===== src/rtl/alu_arbiter_pkg.sv =====
// alu_arbiter_pkg: shared widths, ALU operation codes and requester IDs for the ALU arbiter.
package alu_arbiter_pkg;

    localparam int LEN_DATA_DEF     = 64;
    localparam int LEN_TYPE_ALU_DEF = 4;
    localparam int MAX_INFLIGHT_DEF = 4;

    typedef enum logic [3:0] {
        ALU_ADD  = 4'd1,
        ALU_SUB  = 4'd2,
        ALU_AND  = 4'd3,
        ALU_OR   = 4'd4,
        ALU_XOR  = 4'd5,
        ALU_SLL  = 4'd6,
        ALU_SRL  = 4'd7,
        ALU_SRA  = 4'd8,
        ALU_SLT  = 4'd9,
        ALU_SLTU = 4'd10,
        ALU_MUL  = 4'd11,
        ALU_NOT  = 4'd12,
        ALU_PASS = 4'd13
    } alu_op_e;

    typedef enum logic {
        REQ0 = 1'b0,
        REQ1 = 1'b1
    } req_id_e;

    function automatic req_id_e other(input req_id_e id);
        return (id == REQ0) ? REQ1 : REQ0;
    endfunction

endpackage


===== src/rtl/alu_tag_fifo.sv =====
// alu_tag_fifo: in-order FIFO of 1-bit requester tags, DEPTH a power of two, with occupancy count.
module alu_tag_fifo #(
    parameter int DEPTH = 4
) (
    input  logic                   clk,
    input  logic                   rst,
    input  logic                   push,
    input  logic                   pop,
    input  logic                   din,
    output logic                   dout,
    output logic [$clog2(DEPTH):0] count
);

    localparam int AW = $clog2(DEPTH);
    localparam int CW = AW + 1;

    logic [DEPTH-1:0] mem;
    logic [AW-1:0]    wptr;
    logic [AW-1:0]    rptr;

    assign dout = mem[rptr];

    always_ff @(posedge clk) begin
        if (push) mem[wptr] <= din;
    end

    // Pointers wrap naturally at DEPTH since DEPTH is a power of two.
    always_ff @(posedge clk or negedge rst) begin
        if (!rst) begin
            wptr  <= '0;
            rptr  <= '0;
            count <= '0;
        end else begin
            if (push) wptr <= wptr + AW'(1);
            if (pop) rptr <= rptr + AW'(1);
            count <= count + CW'(push) - CW'(pop);
        end
    end

endmodule


===== src/rtl/alu_arbiter.sv =====
// alu_arbiter: two-requester front end for one shared pipelined ALU with in-order retirement.
// Define ALU_ARB_ROUND_ROBIN_EN for round-robin arbitration; otherwise requester 0 has fixed priority.
module alu_arbiter
    import alu_arbiter_pkg::*;
#(
    parameter int LEN_DATA     = LEN_DATA_DEF,
    parameter int LEN_TYPE_ALU = LEN_TYPE_ALU_DEF,
    parameter int MAX_INFLIGHT = MAX_INFLIGHT_DEF
) (
    input  logic                    clk,
    input  logic                    rst,
    input  logic                    req0_valid,
    output logic                    req0_ready,
    input  logic [LEN_DATA-1:0]     req0_a,
    input  logic [LEN_DATA-1:0]     req0_b,
    input  logic [LEN_TYPE_ALU-1:0] req0_code,
    input  logic                    req1_valid,
    output logic                    req1_ready,
    input  logic [LEN_DATA-1:0]     req1_a,
    input  logic [LEN_DATA-1:0]     req1_b,
    input  logic [LEN_TYPE_ALU-1:0] req1_code,
    output logic                    resp0_valid,
    output logic [LEN_DATA-1:0]     resp0_result,
    output logic                    resp0_cout,
    output logic                    resp1_valid,
    output logic [LEN_DATA-1:0]     resp1_result,
    output logic                    resp1_cout,
    output logic                    alu_en,
    output logic [LEN_DATA-1:0]     alu_a,
    output logic [LEN_DATA-1:0]     alu_b,
    output logic [LEN_TYPE_ALU-1:0] alu_code,
    input  logic [LEN_DATA-1:0]     alu_result,
    input  logic                    alu_cout,
    input  logic                    alu_rdy,
    output logic                    err
);

    localparam int CW = $clog2(MAX_INFLIGHT) + 1;

    logic [CW-1:0] count;
    req_id_e       gid;
    logic          tag;
    logic          fire;
    logic          pop;
    logic          empty;
    logic          room;

`ifdef ALU_ARB_ROUND_ROBIN_EN
    req_id_e prio;

    assign gid = (req0_valid && req1_valid) ? prio : (req0_valid ? REQ0 : REQ1);

    always_ff @(posedge clk or negedge rst) begin
        if (!rst) prio <= REQ0;
        else if (fire) prio <= other(gid);
    end
`else
    assign gid = req0_valid ? REQ0 : REQ1;
`endif

    // A retire in the same cycle frees a slot, so a full FIFO can still accept.
    assign empty = (count == '0);
    assign room  = (count != CW'(MAX_INFLIGHT)) || alu_rdy;
    assign fire  = rst && (req0_valid || req1_valid) && room;
    assign pop   = alu_rdy && !empty;

    assign req0_ready = fire && (gid == REQ0);
    assign req1_ready = fire && (gid == REQ1);
    assign alu_en     = fire;
    assign alu_a      = fire ? ((gid == REQ0) ? req0_a : req1_a) : '0;
    assign alu_b      = fire ? ((gid == REQ0) ? req0_b : req1_b) : '0;
    assign alu_code   = fire ? ((gid == REQ0) ? req0_code : req1_code) : '0;

    alu_tag_fifo #(
        .DEPTH (MAX_INFLIGHT)
    ) u_fifo (
        .clk   (clk),
        .rst   (rst),
        .push  (fire),
        .pop   (pop),
        .din   (gid == REQ1),
        .dout  (tag),
        .count (count)
    );

    always_ff @(posedge clk or negedge rst) begin
        if (!rst) begin
            resp0_valid  <= 1'b0;
            resp0_result <= '0;
            resp0_cout   <= 1'b0;
            resp1_valid  <= 1'b0;
            resp1_result <= '0;
            resp1_cout   <= 1'b0;
            err          <= 1'b0;
        end else begin
            resp0_valid <= pop && !tag;
            resp1_valid <= pop && tag;
            if (pop && !tag) begin
                resp0_result <= alu_result;
                resp0_cout   <= alu_cout;
            end
            if (pop && tag) begin
                resp1_result <= alu_result;
                resp1_cout   <= alu_cout;
            end
            if (alu_rdy && empty) err <= 1'b1;
        end
    end

endmodule


===== config.mk =====
export PLATFORM = sky130hd
export DESIGN_NAME = alu_arbiter
export DESIGN_NICKNAME = d
export VERILOG_FILES = /design/src/rtl/alu_arbiter_pkg.sv /design/src/rtl/alu_tag_fifo.sv /design/src/rtl/alu_arbiter.sv
export SDC_FILE = /design/constraint.sdc
export NUM_CORES = 1
export LEC_CHECK = 0
export CAP_MARGIN = 10
export CORE_AREA = 5 5 231 233
export CTS_CLUSTER_DIAMETER = 50
export CTS_CLUSTER_SIZE = 8
export DETAILED_ROUTE_END_ITERATION = 8
export DIE_AREA = 0 0 236 238
export MAX_ROUTING_LAYER = met4
export PLACE_DENSITY = 0.54
export SETUP_SLACK_MARGIN = 0.02
export SYNTH_ARGS = -nofsm -noshare
export SYNTH_HDL_FRONTEND = slang
export SYNTH_SLANG_ARGS = --single-unit

===== constraint.sdc =====
create_clock -name clk -period 3.1 [get_ports clk]
set_clock_uncertainty 0.2 [all_clocks]
set_input_delay 0.775 -clock clk [delete_from_list [all_inputs] [get_ports clk]]
set_output_delay 0.775 -clock clk [all_outputs]
set_load 0.02 [all_outputs]

**Run 1: the metal 1 layer**

Scale bar: 50 um. Supply wires on this layer in grey.
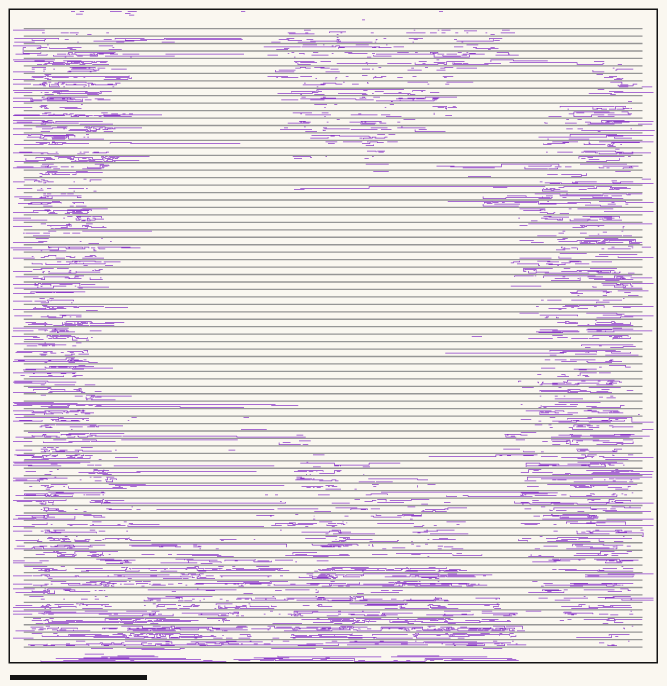
The layer carries 16300 um of wire. 1566 nets have wire on it.
M1 GR Usage: 15.9%
total length of routed wires: 41.9 mm

**Run 1: the metal 2 layer**

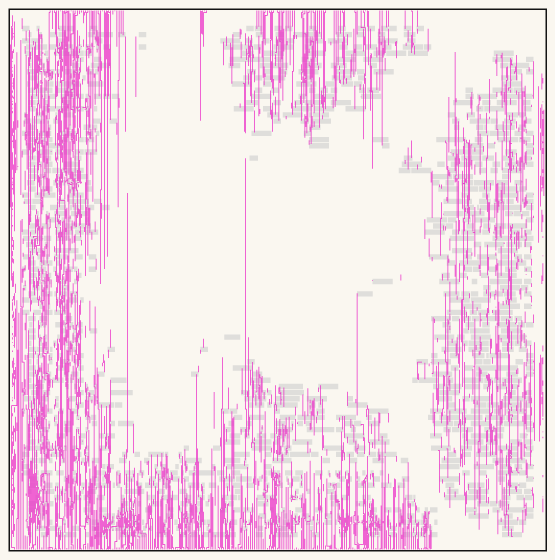
1571 nets have wire on it. The layer carries 21.2 mm of wire. The wires run mostly vertical. The layer holds 51% of the routed length.

**Run 1: M3 wires**

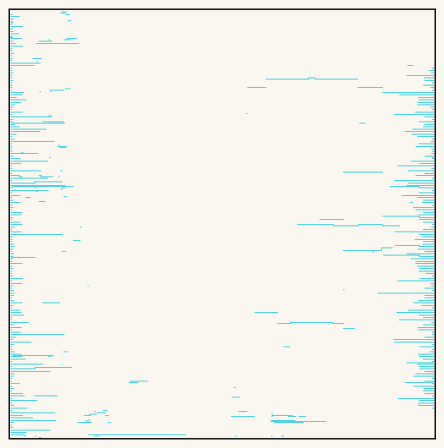
The longest straight run is 54.1 um. The layer holds 6.7% of the routed length.

==> GITHUB_STEP_SUMMARY, run 1 <==
### Metrics collected by this job

| Metric | Value |
|---|---|
| Result of the run | `finished clean` |
| Most numerous cell types in the synthesized netlist | `sky130_fd_sc_hd__dfrtp_1, sky130_fd_sc_hd__nand2_1, sky130_fd_sc_hd__a21oi_1, sky130_fd_sc_hd__nand3_1, sky130_fd_sc_hd__mux2_4` |
| Per-cell via count in the routed design | `4.04` |
| Crit start category | `primary input` |
| Most common cell in the synthesized netlist | `sky130_fd_sc_hd__dfrtp_1` |
| Yosys cell count | `782` |
| Worst-path cell chain | `buf_2 -> nor4b_4 -> nand2b_4 -> buf_12 -> buf_12 -> buf_12 -> clkbuf_16 -> a21oi_1 -> buf_2` |
| CTS Root Cell | `sky130_fd_sc_hd__clkbuf_16` |
| # clock sinks | `144` |
| Portion of the post-synthesis area used by sequential elements | `45.4%` |
| Worst EP arrival | `2.08 ns` |
| Number of warning messages in the yosys log | `0` |
| Layout cells sized above 1 | `29.5%` |
| Distinct cell type count of the synthesized netlist | `29` |
| Worst Hold Class | `reg2reg` |
| Std cell rows | `83` |
| Area enclosed by the die boundary | `0.0562 mm2` |
| Post-Place Setup Slack | `-0.792 ns` |
| Routed via count | `8593` |
| Fraction of the mapped netlist area in adder cells | `1.19%` |
| Worst reg2reg path endpoint | `u_fifo.count[2]$_DFF_PN0_` |
| Layout Area Growth over Synthesis | `98.1%` |
| Y dimension of the die | `238 um` |
| Fraction of the core area occupied by cells at floorplan | `15.6%` |
| Power after layout | `12.3 mW` |
| Synthesized chip area reported by yosys | `0.00798 mm2` |
| Number of buffers added on ports | `601` |
[run 1: sequential cells by signal, indices dropped and copies added, names as in the netlist]
| signal | count |
|---|---|
| resp1_valid | 1 |
| resp0_valid | 1 |
| resp1_cout | 1 |
| resp0_cout | 1 |
| u_fifo.rptr | 2 |
| u_fifo.count | 3 |
| resp1_result | 64 |
| u_fifo.mem | 4 |
| err | 1 |
| u_fifo.wptr | 2 |
| resp0_result | 64 |
[run 1: worst max-delay path by stage]
| stage | slack [ns] | end | start | cells past startpoint |
|---|---|---|---|---|
| after floorplan | 0.04 | alu_a[60] | req0_valid | 6 |
| after global placement | -0.80 | alu_b[61] | alu_rdy | 7 |
| after detailed placement | -0.79 | alu_b[12] | alu_rdy | 7 |
| after CTS | 0.02 | alu_b[62] | u_fifo.count[0]$_DFF_PN0_ | 7 |
| after global routing | -0.05 | alu_b[26] | u_fifo.count[0]$_DFF_PN0_ | 8 |
| final | 0.04 | alu_b[26] | alu_rdy | 9 |
[run 1: per-layer routing]
layer / GRT usage [%] / part of all wire [%]
met5: - / 0
met4: 6.69 / 4.0
met3: 3.83 / 6.7
met2: 24.3 / 51
met1: 15.9 / 39
[run 1: layout make-up]
cell class / count / area, um2
Tap cell: 680 / 851
Sequential cell: 144 / 3620
Antenna cell: 12 / 30.0
Inverter: 10 / 40.0
Multi-Input combinational cell: 555 / 4100
Clock buffer: 20 / 437
Clock inverter: 12 / 111
Timing Repair Buffer: 696 / 6610
Fill cell: 5336 / 35200
[run 1: worst max-delay path, delay by kind of cell]
family	cells	cell delay, ns
compound gates	1	0.04
buf+inv	6	0.80
simple gates	2	0.46
[run 1: cells by family after synthesis]
| logic type | Yosys count |
|---|---|
| AND/OR/NAND/NOR | 277 |
| flip-flops | 144 |
| AND-OR/OR-AND | 134 |
| multiplexers | 132 |
| buffers and inverters | 83 |
| adder cells (fa/ha/maj) | 7 |
| XOR/XNOR | 5 |
[run 1: what timing repair did]
action | CTS | global route
resized | 523 | 104
setup endpoints to repair | 135 | 71
setup buffers | 8 | 0
pin swaps | 1 | 0
cloned | 3 | 3
[run 1: per-stage QoR]
| stage | cell area (um2) | instances |
|---|---|---|
| floorplan | 7980 | 782 |
| global placement | 15300 | 2073 |
| detailed placement | 15300 | 2073 |
| CTS | 15500 | 2116 |
| global route | 15800 | 2129 |
| finish | 15800 | 2129 |
[run 1: power by group]
part / leakage, nW / total, mW / internal, mW / switching (mW)
Clock: 0.261 / 1.92 / 1.11 / 0.816
Combinational: 4.81 / 6.99 / 3.83 / 3.16
Sequential: 1.68 / 3.38 / 2.85 / 0.533
[run 1: placed cells by master, fill, tap and decap left out, drive strengths merged, types with 12 or more instances in the layout]
master,synthesis,layout
a21oi,132,132
buf,25,230
clkbuf,48,24
clkdlybuf4s50,0,462
dfrtp,140,140
diode,0,12
inv,10,12
mux2,131,131
nand2,134,134
nand3,132,132
**Run 1: track usage over the die**

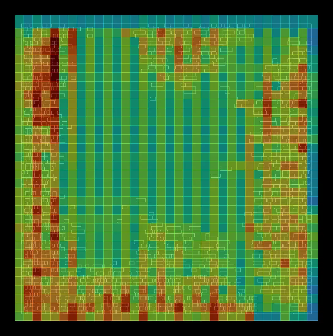

--- run 2 (diff from run 1) ---
--- a/config.mk
+++ b/config.mk
@@ -6,13 +6,15 @@
 export NUM_CORES = 1
 export LEC_CHECK = 0
 export CAP_MARGIN = 10
+export CELL_PAD_IN_SITES_DETAIL_PLACEMENT = 1
+export CELL_PAD_IN_SITES_GLOBAL_PLACEMENT = 1
 export CORE_AREA = 5 5 231 233
 export CTS_CLUSTER_DIAMETER = 50
 export CTS_CLUSTER_SIZE = 8
 export DETAILED_ROUTE_END_ITERATION = 8
 export DIE_AREA = 0 0 236 238
 export MAX_ROUTING_LAYER = met4
-export PLACE_DENSITY = 0.54
+export PLACE_DENSITY = 0.68
 export SETUP_SLACK_MARGIN = 0.02
 export SYNTH_ARGS = -nofsm -noshare
 export SYNTH_HDL_FRONTEND = slang
**Run 2: track usage over the die**

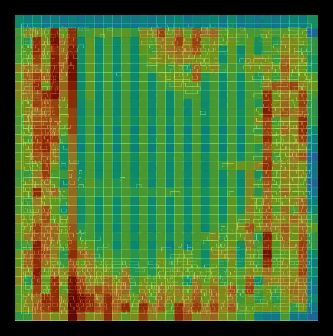
routed wirelength normalized by instance count: 22.0 um
global routing's busiest layer: met2
routing usage on met3: 4.69%

==> GITHUB_STEP_SUMMARY, run 2 <==
### Metrics collected by this job

| Metric | Value |
|---|---|
| Synthesized chip area reported by yosys | `0.00798 mm2 (unchanged)` |
| Total area of sequential cells | `0.00362 mm2 (unchanged)` |
| Distinct cell type count of the synthesized netlist | `29 (unchanged)` |
| Area enclosed by the die boundary | `0.0562 mm2 (unchanged)` |
| Worst reg2reg path endpoint | `u_fifo.count[2]$_DFF_PN0_` |
| Fraction of the core area occupied by cells at floorplan | `15.6% (unchanged)` |
| Clock network fraction of total power | `17.3% (+1.7 points)` |
| Worst Hold Class | `reg2reg` |
| Y dimension of the die | `238 um (unchanged)` |
| Routed via count | `8699 (+1.2%)` |
| Internal Dissipation | `8.09 mW (+3.9%)` |
| Flop pwr share | `26.9% (-0.6 points)` |
| Layout filler cell count | `5804 (+8.8%)` |
| Crit start category | `flip-flop` |
| CTS Root Cell | `sky130_fd_sc_hd__clkbuf_16` |
| Post-route standard cell area excluding fillers | `0.0160 mm2 (+1.4%)` |
| Worst EP arrival | `2.08 ns (about the same)` |
| Net switching power | `4.65 mW (+3.2%)` |
| Yosys cell count | `782 (unchanged)` |
| Most numerous cell types in the synthesized netlist | `sky130_fd_sc_hd__dfrtp_1, sky130_fd_sc_hd__nand2_1, sky130_fd_sc_hd__a21oi_1, sky130_fd_sc_hd__nand3_1, sky130_fd_sc_hd__mux2_4` |
| First element of the critical path | `u_fifo.count[0]$_DFF_PN0_` |
| Placement-stage cell area | `0.0152 mm2 (-0.92%)` |
| Most common logic cell in the routed design | `sky130_fd_sc_hd__clkdlybuf4s50_1` |
| Result of the run | `finished clean` |
| Number of buffers added on ports | `601 (unchanged)` |
| Power share of the combinational group | `55.8% (-1.0 points)` |
| Top Registers | `resp0_result x64, resp1_result x64, u_fifo.mem x4` |
| Most common cell in the synthesized netlist | `sky130_fd_sc_hd__dfrtp_1` |
| Total length of routed wires | `46.4 mm (+11%)` |
| Per-cell via count in the routed design | `4.11 (+1.9%)` |
run 2: how the worst max path moves through the flow:
stage	endpoint	depth (start not counted)	slack, ns
2_1_floorplan	alu_a[60]	6	0.04
3_3_place_gp	alu_a[34]	7	-0.84
3_5_place_dp	alu_a[34]	7	-0.84
4_1_cts	alu_code[2]	6	-0.03
5_1_grt	alu_b[31]	8	-0.05
6_report	alu_b[31]	8	0.04
run 2: worst max-delay path: stages (launching register included):
cell	delay, ns
sky130_fd_sc_hd__dfrtp_1	0.41
sky130_fd_sc_hd__nor4b_4	0.30
sky130_fd_sc_hd__buf_6	0.15
sky130_fd_sc_hd__buf_6	0.10
sky130_fd_sc_hd__nand2b_4	0.15
sky130_fd_sc_hd__buf_12	0.16
sky130_fd_sc_hd__clkbuf_16	0.17
sky130_fd_sc_hd__a21oi_1	0.04
sky130_fd_sc_hd__buf_2	0.16
run 2: per-layer routing:
metal,GRT usage (%),share of wire [%]
met1,17.1,38
met2,27.5,52
met3,4.69,7.0
met4,6.49,3.0
met5,-,0
run 2: area by class of cell:
cell class,count,share of cell area (%)
inverters,10,0.250
clock buffers,17,2.65
diodes,12,0.187
repair buffers,682,42.0
well taps,680,5.31
flip-flops and latches,144,22.6
clock inverters,14,1.28
multi-input cells,556,25.7
run 2: through the flow:
stage / worst slack (ns) / instances / TNS (ns)
floorplan: 0.0447 / 782 / 0
global placement: -0.835 / 2054 / -102.17
detailed placement: -0.845 / 2054 / -102.98
CTS: -0.0349 / 2095 / -0.211
global route: -0.0520 / 2115 / -1.04
finish: 0.0420 / 2115 / 0
run 2: repair_timing:
action	CTS	global route
hold buffers	0	0
setup buffers	6	4
gates resized	507	145
pin swaps	1	0
setup endpoints to repair	135	122
gates cloned	4	5
run 2: cell families after synthesis:
kind of cell    Yosys count
flops                   144
simple gates            277
mux                     132
xor+xnor                  5
compound gates          134
buf+inv                  83
fa+ha+maj                 7
run 2: power by group through the flow:
stage / clock, mW / sequential, mW / combinational [mW]
6_report: 2.20 / 3.43 / 7.11
5_1_grt: 2.36 / 3.54 / 7.48
4_1_cts: 2.28 / 3.45 / 7.08
3_5_place_dp: 0 / 3.45 / 7.00
3_3_place_gp: 0 / 3.37 / 6.91
2_1_floorplan: 0 / 4.46 / 2.59
Power figures rest on the tool's default switching activity, not on a simulated workload.
